--- src/rtl/dut_bus_arbiter_if.sv ---
// ============================================================================
// Module      : dut_bus_arbiter_if
// Description : Bundle of requester-side and dut-side signals around the
//               two-requester register-port arbiter.
//                 req_*  : two requesters' transaction requests (packed per
//                          requester: addr [3i+2:3i], wdata [8i+7:8i])
//                 rsp_*  : one-cycle response strobe, read data, error flag
//                 dut_*  : single write/read method pair of the dut
//               Modport 'slave' is taken by the arbiter; modport 'master' is
//               the surrounding environment (requesters plus dut).
// Revision    : 1.0 - initial release
// ============================================================================
`default_nettype none

interface dut_bus_arbiter_if;
  logic [1:0]  req_valid;
  logic [1:0]  req_write;
  logic [5:0]  req_addr;
  logic [15:0] req_wdata;
  logic [1:0]  req_ready;
  logic [1:0]  rsp_valid;
  logic [7:0]  rsp_rdata;
  logic        rsp_err;
  logic [2:0]  dut_write_address;
  logic [7:0]  dut_write_data;
  logic        dut_write_en;
  logic        dut_write_rdy;
  logic [2:0]  dut_read_address;
  logic        dut_read_en;
  logic [7:0]  dut_read_data;
  logic        dut_read_rdy;

  modport slave (
    input  req_valid, req_write, req_addr, req_wdata,
    output req_ready, rsp_valid, rsp_rdata, rsp_err,
    output dut_write_address, dut_write_data, dut_write_en,
    input  dut_write_rdy,
    output dut_read_address, dut_read_en,
    input  dut_read_data, dut_read_rdy
  );

  modport master (
    output req_valid, req_write, req_addr, req_wdata,
    input  req_ready, rsp_valid, rsp_rdata, rsp_err,
    input  dut_write_address, dut_write_data, dut_write_en,
    output dut_write_rdy,
    input  dut_read_address, dut_read_en,
    output dut_read_data, dut_read_rdy
  );
endinterface

`default_nettype wire

--- src/rtl/dut_bus_arbiter.sv ---
// ============================================================================
// Module      : dut_bus_arbiter
// Description : Round-robin arbiter sharing the dut's single 3-bit-address
//               register port between two requesters. Each granted
//               transaction is sequenced IDLE -> ISSUE -> RESP; ISSUE is
//               bounded by a timeout so a stuck dut rdy cannot hang a
//               requester.
// Ports       : CLK          - clock, rising edge
//               RST_N        - synchronous reset, active HIGH (1 = reset)
//               bus          - dut_bus_arbiter_if.slave (requests, responses,
//                              dut write/read method signals)
//               busy         - 1 whenever the FSM is not in IDLE
//               grant_count  - accepted-transaction count, wraps
// Revision    : 1.0 - initial release
// ============================================================================
`default_nettype none

module dut_bus_arbiter #(
  parameter int TIMEOUT = 16,  // legal 1..255
  parameter int CNT_W   = 8
) (
  input  wire logic             CLK,
  input  wire logic             RST_N,
  dut_bus_arbiter_if.slave      bus,
  output logic                  busy,
  output logic [CNT_W-1:0]      grant_count
);

  localparam logic [1:0] c_IDLE  = 2'd0;
  localparam logic [1:0] c_ISSUE = 2'd1;
  localparam logic [1:0] c_RESP  = 2'd2;

  localparam logic [CNT_W-1:0] c_TO_LAST = CNT_W'(TIMEOUT - 1);

  logic [1:0]       r_state;
  logic [1:0]       w_state_nxt;
  logic             r_rr;
  logic             r_gnt;
  logic             r_write;
  logic [2:0]       r_addr;
  logic [7:0]       r_wdata;
  logic [CNT_W-1:0] r_cnt;
  logic [7:0]       r_rdata;
  logic             r_err;
  logic [CNT_W-1:0] r_grant_count;

  logic             w_any_req;
  logic             w_gnt;
  logic             w_tgt_rdy;
  logic             w_to_hit;
  logic [1:0]       w_req_ready;
  logic [1:0]       w_rsp_valid;
  logic             w_write_en;
  logic             w_read_en;

  assign w_any_req = |bus.req_valid;
  // Both pending -> round-robin pointer decides; otherwise requester 1 is
  // granted exactly when it is the one asking.
  assign w_gnt     = (&bus.req_valid) ? r_rr : bus.req_valid[1];
  assign w_tgt_rdy = r_write ? bus.dut_write_rdy : bus.dut_read_rdy;
  // rdy wins over the timeout when both occur in the same cycle.
  assign w_to_hit  = !w_tgt_rdy && (r_cnt == c_TO_LAST);

  // State register
  always_ff @(posedge CLK) begin
    if (RST_N) begin
      r_state <= c_IDLE;
    end else begin
      r_state <= w_state_nxt;
    end
  end

  // Next-state logic
  always_comb begin
    w_state_nxt = r_state;
    case (r_state)
      c_IDLE:  if (w_any_req) w_state_nxt = c_ISSUE;
      c_ISSUE: if (w_tgt_rdy || w_to_hit) w_state_nxt = c_RESP;
      c_RESP:  w_state_nxt = c_IDLE;
      default: w_state_nxt = c_IDLE;
    endcase
  end

  // Output logic. Everything is gated by reset so that a reset sampled in
  // ISSUE or RESP drops en / suppresses the response in that same cycle.
  always_comb begin
    w_req_ready = 2'b00;
    w_rsp_valid = 2'b00;
    w_write_en  = 1'b0;
    w_read_en   = 1'b0;
    if (!RST_N) begin
      case (r_state)
        c_IDLE: begin
          if (w_any_req) w_req_ready = w_gnt ? 2'b10 : 2'b01;
        end
        c_ISSUE: begin
          w_write_en = r_write  && bus.dut_write_rdy;
          w_read_en  = !r_write && bus.dut_read_rdy;
        end
        c_RESP: begin
          w_rsp_valid = r_gnt ? 2'b10 : 2'b01;
        end
        default: ;
      endcase
    end
  end

  // Transaction datapath: latch on accept, capture result in ISSUE.
  always_ff @(posedge CLK) begin
    if (RST_N) begin
      r_rr          <= 1'b0;
      r_gnt         <= 1'b0;
      r_write       <= 1'b0;
      r_addr        <= '0;
      r_wdata       <= '0;
      r_cnt         <= '0;
      r_rdata       <= '0;
      r_err         <= 1'b0;
      r_grant_count <= '0;
    end else begin
      case (r_state)
        c_IDLE: begin
          if (w_any_req) begin
            r_gnt         <= w_gnt;
            r_rr          <= ~w_gnt;
            r_write       <= bus.req_write[w_gnt];
            r_addr        <= w_gnt ? bus.req_addr[5:3]   : bus.req_addr[2:0];
            r_wdata       <= w_gnt ? bus.req_wdata[15:8] : bus.req_wdata[7:0];
            r_cnt         <= '0;
            r_grant_count <= r_grant_count + CNT_W'(1);
          end
        end
        c_ISSUE: begin
          if (w_tgt_rdy) begin
            r_err   <= 1'b0;
            r_rdata <= r_write ? 8'h00 : bus.dut_read_data;
          end else if (w_to_hit) begin
            r_err   <= 1'b1;
            r_rdata <= 8'h00;
          end else begin
            r_cnt   <= r_cnt + CNT_W'(1);
          end
        end
        default: ;
      endcase
    end
  end

  assign bus.req_ready         = w_req_ready;
  assign bus.rsp_valid         = w_rsp_valid;
  assign bus.rsp_rdata         = r_rdata;
  assign bus.rsp_err           = r_err;
  assign bus.dut_write_address = r_addr;
  assign bus.dut_write_data    = r_wdata;
  assign bus.dut_write_en      = w_write_en;
  assign bus.dut_read_address  = r_addr;
  assign bus.dut_read_en       = w_read_en;
  assign busy                  = (r_state != c_IDLE);
  assign grant_count           = r_grant_count;

endmodule

`default_nettype wire

--- src/flat_wrapper.sv ---
// flat-port wrapper written by rule: the top's interface ports become plain ports
module dut_bus_arbiter_flat 
#(
  parameter int TIMEOUT = 16,                 
  parameter int CNT_W   = 8
)
  (CLK, RST_N, busy, grant_count, bus_req_valid, bus_req_write, bus_req_addr, bus_req_wdata, bus_req_ready, bus_rsp_valid, bus_rsp_rdata, bus_rsp_err, bus_dut_write_address, bus_dut_write_data, bus_dut_write_en, bus_dut_write_rdy, bus_dut_read_address, bus_dut_read_en, bus_dut_read_data, bus_dut_read_rdy);
  dut_bus_arbiter_if bus_i ();
  input  wire logic CLK;
  input  wire logic RST_N;
  output logic busy;
  output logic [CNT_W-1:0] grant_count;
  input wire logic [$bits(bus_i.req_valid)-1:0] bus_req_valid;
  input wire logic [$bits(bus_i.req_write)-1:0] bus_req_write;
  input wire logic [$bits(bus_i.req_addr)-1:0] bus_req_addr;
  input wire logic [$bits(bus_i.req_wdata)-1:0] bus_req_wdata;
  output wire logic [$bits(bus_i.req_ready)-1:0] bus_req_ready;
  output wire logic [$bits(bus_i.rsp_valid)-1:0] bus_rsp_valid;
  output wire logic [$bits(bus_i.rsp_rdata)-1:0] bus_rsp_rdata;
  output wire logic [$bits(bus_i.rsp_err)-1:0] bus_rsp_err;
  output wire logic [$bits(bus_i.dut_write_address)-1:0] bus_dut_write_address;
  output wire logic [$bits(bus_i.dut_write_data)-1:0] bus_dut_write_data;
  output wire logic [$bits(bus_i.dut_write_en)-1:0] bus_dut_write_en;
  input wire logic [$bits(bus_i.dut_write_rdy)-1:0] bus_dut_write_rdy;
  output wire logic [$bits(bus_i.dut_read_address)-1:0] bus_dut_read_address;
  output wire logic [$bits(bus_i.dut_read_en)-1:0] bus_dut_read_en;
  input wire logic [$bits(bus_i.dut_read_data)-1:0] bus_dut_read_data;
  input wire logic [$bits(bus_i.dut_read_rdy)-1:0] bus_dut_read_rdy;
  assign bus_i.req_valid = bus_req_valid;
  assign bus_i.req_write = bus_req_write;
  assign bus_i.req_addr = bus_req_addr;
  assign bus_i.req_wdata = bus_req_wdata;
  assign bus_req_ready = bus_i.req_ready;
  assign bus_rsp_valid = bus_i.rsp_valid;
  assign bus_rsp_rdata = bus_i.rsp_rdata;
  assign bus_rsp_err = bus_i.rsp_err;
  assign bus_dut_write_address = bus_i.dut_write_address;
  assign bus_dut_write_data = bus_i.dut_write_data;
  assign bus_dut_write_en = bus_i.dut_write_en;
  assign bus_i.dut_write_rdy = bus_dut_write_rdy;
  assign bus_dut_read_address = bus_i.dut_read_address;
  assign bus_dut_read_en = bus_i.dut_read_en;
  assign bus_i.dut_read_data = bus_dut_read_data;
  assign bus_i.dut_read_rdy = bus_dut_read_rdy;
  dut_bus_arbiter #(.TIMEOUT(TIMEOUT), .CNT_W(CNT_W)) u_core (.CLK(CLK), .RST_N(RST_N), .bus(bus_i), .busy(busy), .grant_count(grant_count));
endmodule
--- config.mk ---
export PLATFORM = sky130hd
export DESIGN_NAME = dut_bus_arbiter_flat
export DESIGN_NICKNAME = d
export VERILOG_FILES = /design/src/rtl/dut_bus_arbiter_if.sv /design/src/rtl/dut_bus_arbiter.sv /design/src/flat_wrapper.sv
export SDC_FILE = /design/constraint.sdc
export NUM_CORES = 1
export LEC_CHECK = 0
export ABC_AREA = 1
export CORE_AREA = 4 4 70 78
export DETAILED_ROUTE_END_ITERATION = 10
export DIE_AREA = 0 0 74 82
export PLACE_DENSITY_LB_ADDON = 0.05
export SLEW_MARGIN = 20
export SYNTH_ARGS = -nofsm -noshare
export SYNTH_HDL_FRONTEND = slang
export SYNTH_SLANG_ARGS = --single-unit
--- constraint.sdc ---
create_clock -name CLK -period 1.6 [get_ports CLK]
set_input_delay 0.32 -clock CLK [delete_from_list [all_inputs] [get_ports CLK]]
set_output_delay 0.32 -clock CLK [all_outputs]
set_load 0.03 [all_outputs]
### Supply network

Bar = 20 um. Pins as bars on the die edge. Tap cells in gray.
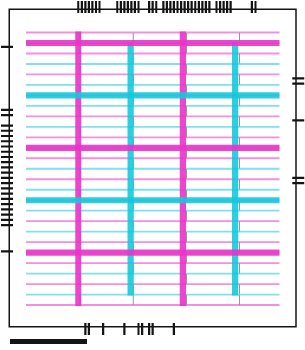
- cyan: VDD
- magenta: VSS
- met5 straps: 5
- met1 rails: 27
- rows: 26

### Cell classes on the final placement

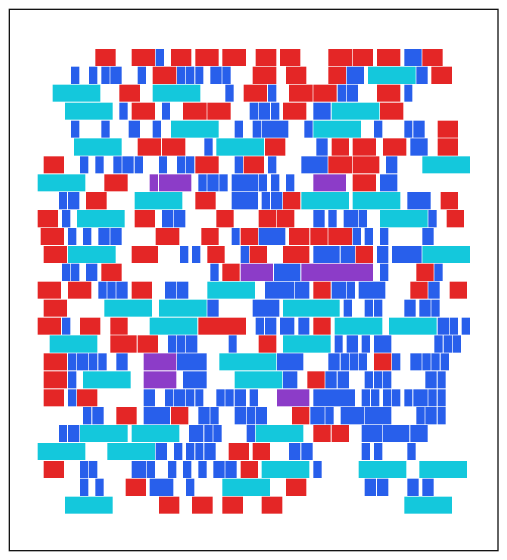
- purple: clock drivers and dummy loads (cells 8; share of their area 3.8%)
- cyan: sequential cells (cells 41; share of their area 27%)
- blue: combinational and other logic (cells 232; share of their area 38%)
- red: remaining buffers and delay cells (cells 103; share of their area 31%)

### Clock network drawn from the DEF

Bar = 20 um.
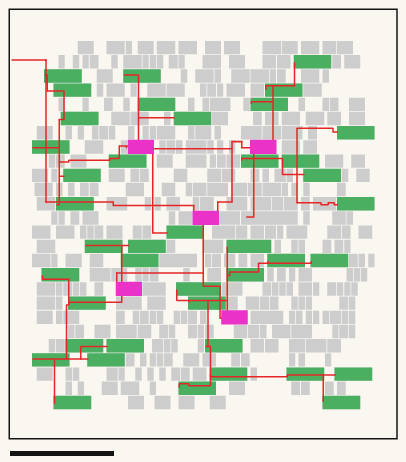
- magenta: clock drivers (count 5)
- red: clock wires (length 524 um)
- green: flip-flops (count 41)
- routed clock nets: 6

### Metal layers overlaid

Bar = 20 um. Two of the layers only.
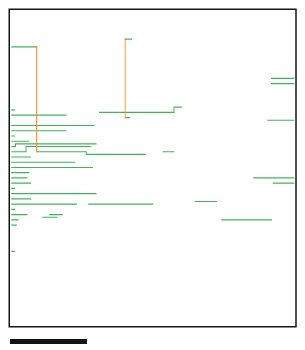
- orange: metal 4 (wire length 47.6 um)
- green: metal 3 (wire length 346 um)

==> notes.md <==
Worst hold path
* 2 — worst hold path depth

Floorplanning
* 0.006068 sq mm — area enclosed by the die boundary
* 26 — count of standard-cell rows
* 82 um — Vert. Die Dim

Routing
* 0 — Final ANT Viol Nets
* 5.446 mm — Detailed Route WL
* 346 um — met3 WL post-DR
* 0 — DRC Markers
* 12.38 um — routed wire length per instance
* 75 — Starting DRT DRC Count

Global route
* 33.24% — grt met2 use
* 0 — number of antenna violations at the first check in global routing

Finish
* 423 — final net count
* 422 — count of fill cells added during filler insertion
* 0 — antenna fix cells
* 0.001046 sq mm — multi-input gate area in the final layout

Clock network
* 0 — post-cts hold-fix buffer tally
* 0.29 ns — insertion delay of the later-clocked pin in the worst-skew pair

Place
* -0.1445 ns — worst setup timing slack at the placement stage
* 75 — number of I/O port buffers
* 4.098 mm — post-detail-place hpwl

Outcome
* completed — outcome

Run
* 0 — number of max-capacitance violations reported

Final timing
* 77.51% — relative slew slack
* 0 ns — accumulated negative setup slack
* 0.4537 ns — worst hold-check slack

Yosys
* simple AND/OR/NAND/NOR gates — main kind of combinational logic by area
* 39.93% — post-synthesis simple-gate area fraction

report_power, final:
part | switching, mW | internal, mW
Sequential | 0.0480 | 1.09
Combinational | 0.421 | 0.322
Clock | 0.346 | 0.509
Total | 0.815 | 1.92
cell usage after synthesis (all sizes together):
master / n
a21oi: 15
a22oi: 5
buf: 7
clkbuf: 3
clkinv: 1
dfxtp: 41
ha: 2
inv: 28
nand2: 94
nand3: 33
nand4: 1
nor2: 34
nor3: 4
nor3b: 1
nor4: 1
o21ai: 11
o21bai: 1
xnor2: 1
cells in the final DEF, fill, tap and decap left out, drive strengths merged, types with 4 or more instances in the layout:
master / netlist / routed
nor2: 34 / 34
nand2: 94 / 94
clkdlybuf4s50: 0 / 34
clkbuf: 3 / 7
dlygate4sd2: 0 / 34
a22oi: 5 / 5
buf: 7 / 35
nand3: 33 / 33
nor3: 4 / 4
a21oi: 15 / 15
o21ai: 11 / 11
inv: 28 / 28
dfxtp: 41 / 41
critical path, stage by stage:
cell and delay [ns]:
sky130_fd_sc_hd__clkdlybuf4s50_1 0.45, sky130_fd_sc_hd__inv_1 0.03, sky130_fd_sc_hd__nor2_1 0.18, sky130_fd_sc_hd__nand2_2 0.10, sky130_fd_sc_hd__clkinv_2 0.07, sky130_fd_sc_hd__buf_6 0.12
layout make-up:
class                   instances  share of cell area [%]
clock buffers                   7                   2.779
clock inverters                 1                  0.9666
inverters                      29                   3.786
multi-input cells             203                   33.67
flip-flops and latches         41                   26.66
well taps                      56                   2.255
repair buffers                103                   29.88
state kept, by name, summed over array words and instances, names as in the netlist:
register,flops
u_core.r_write,1
u_core.bus.rsp_rdata,8
u_core.bus.dut_read_address,3
u_core.bus.rsp_err,1
u_core.r_state,2
u_core.bus.dut_write_data,8
u_core.r_rr,1
u_core.r_cnt,8
u_core.r_gnt,1
u_core.grant_count,8
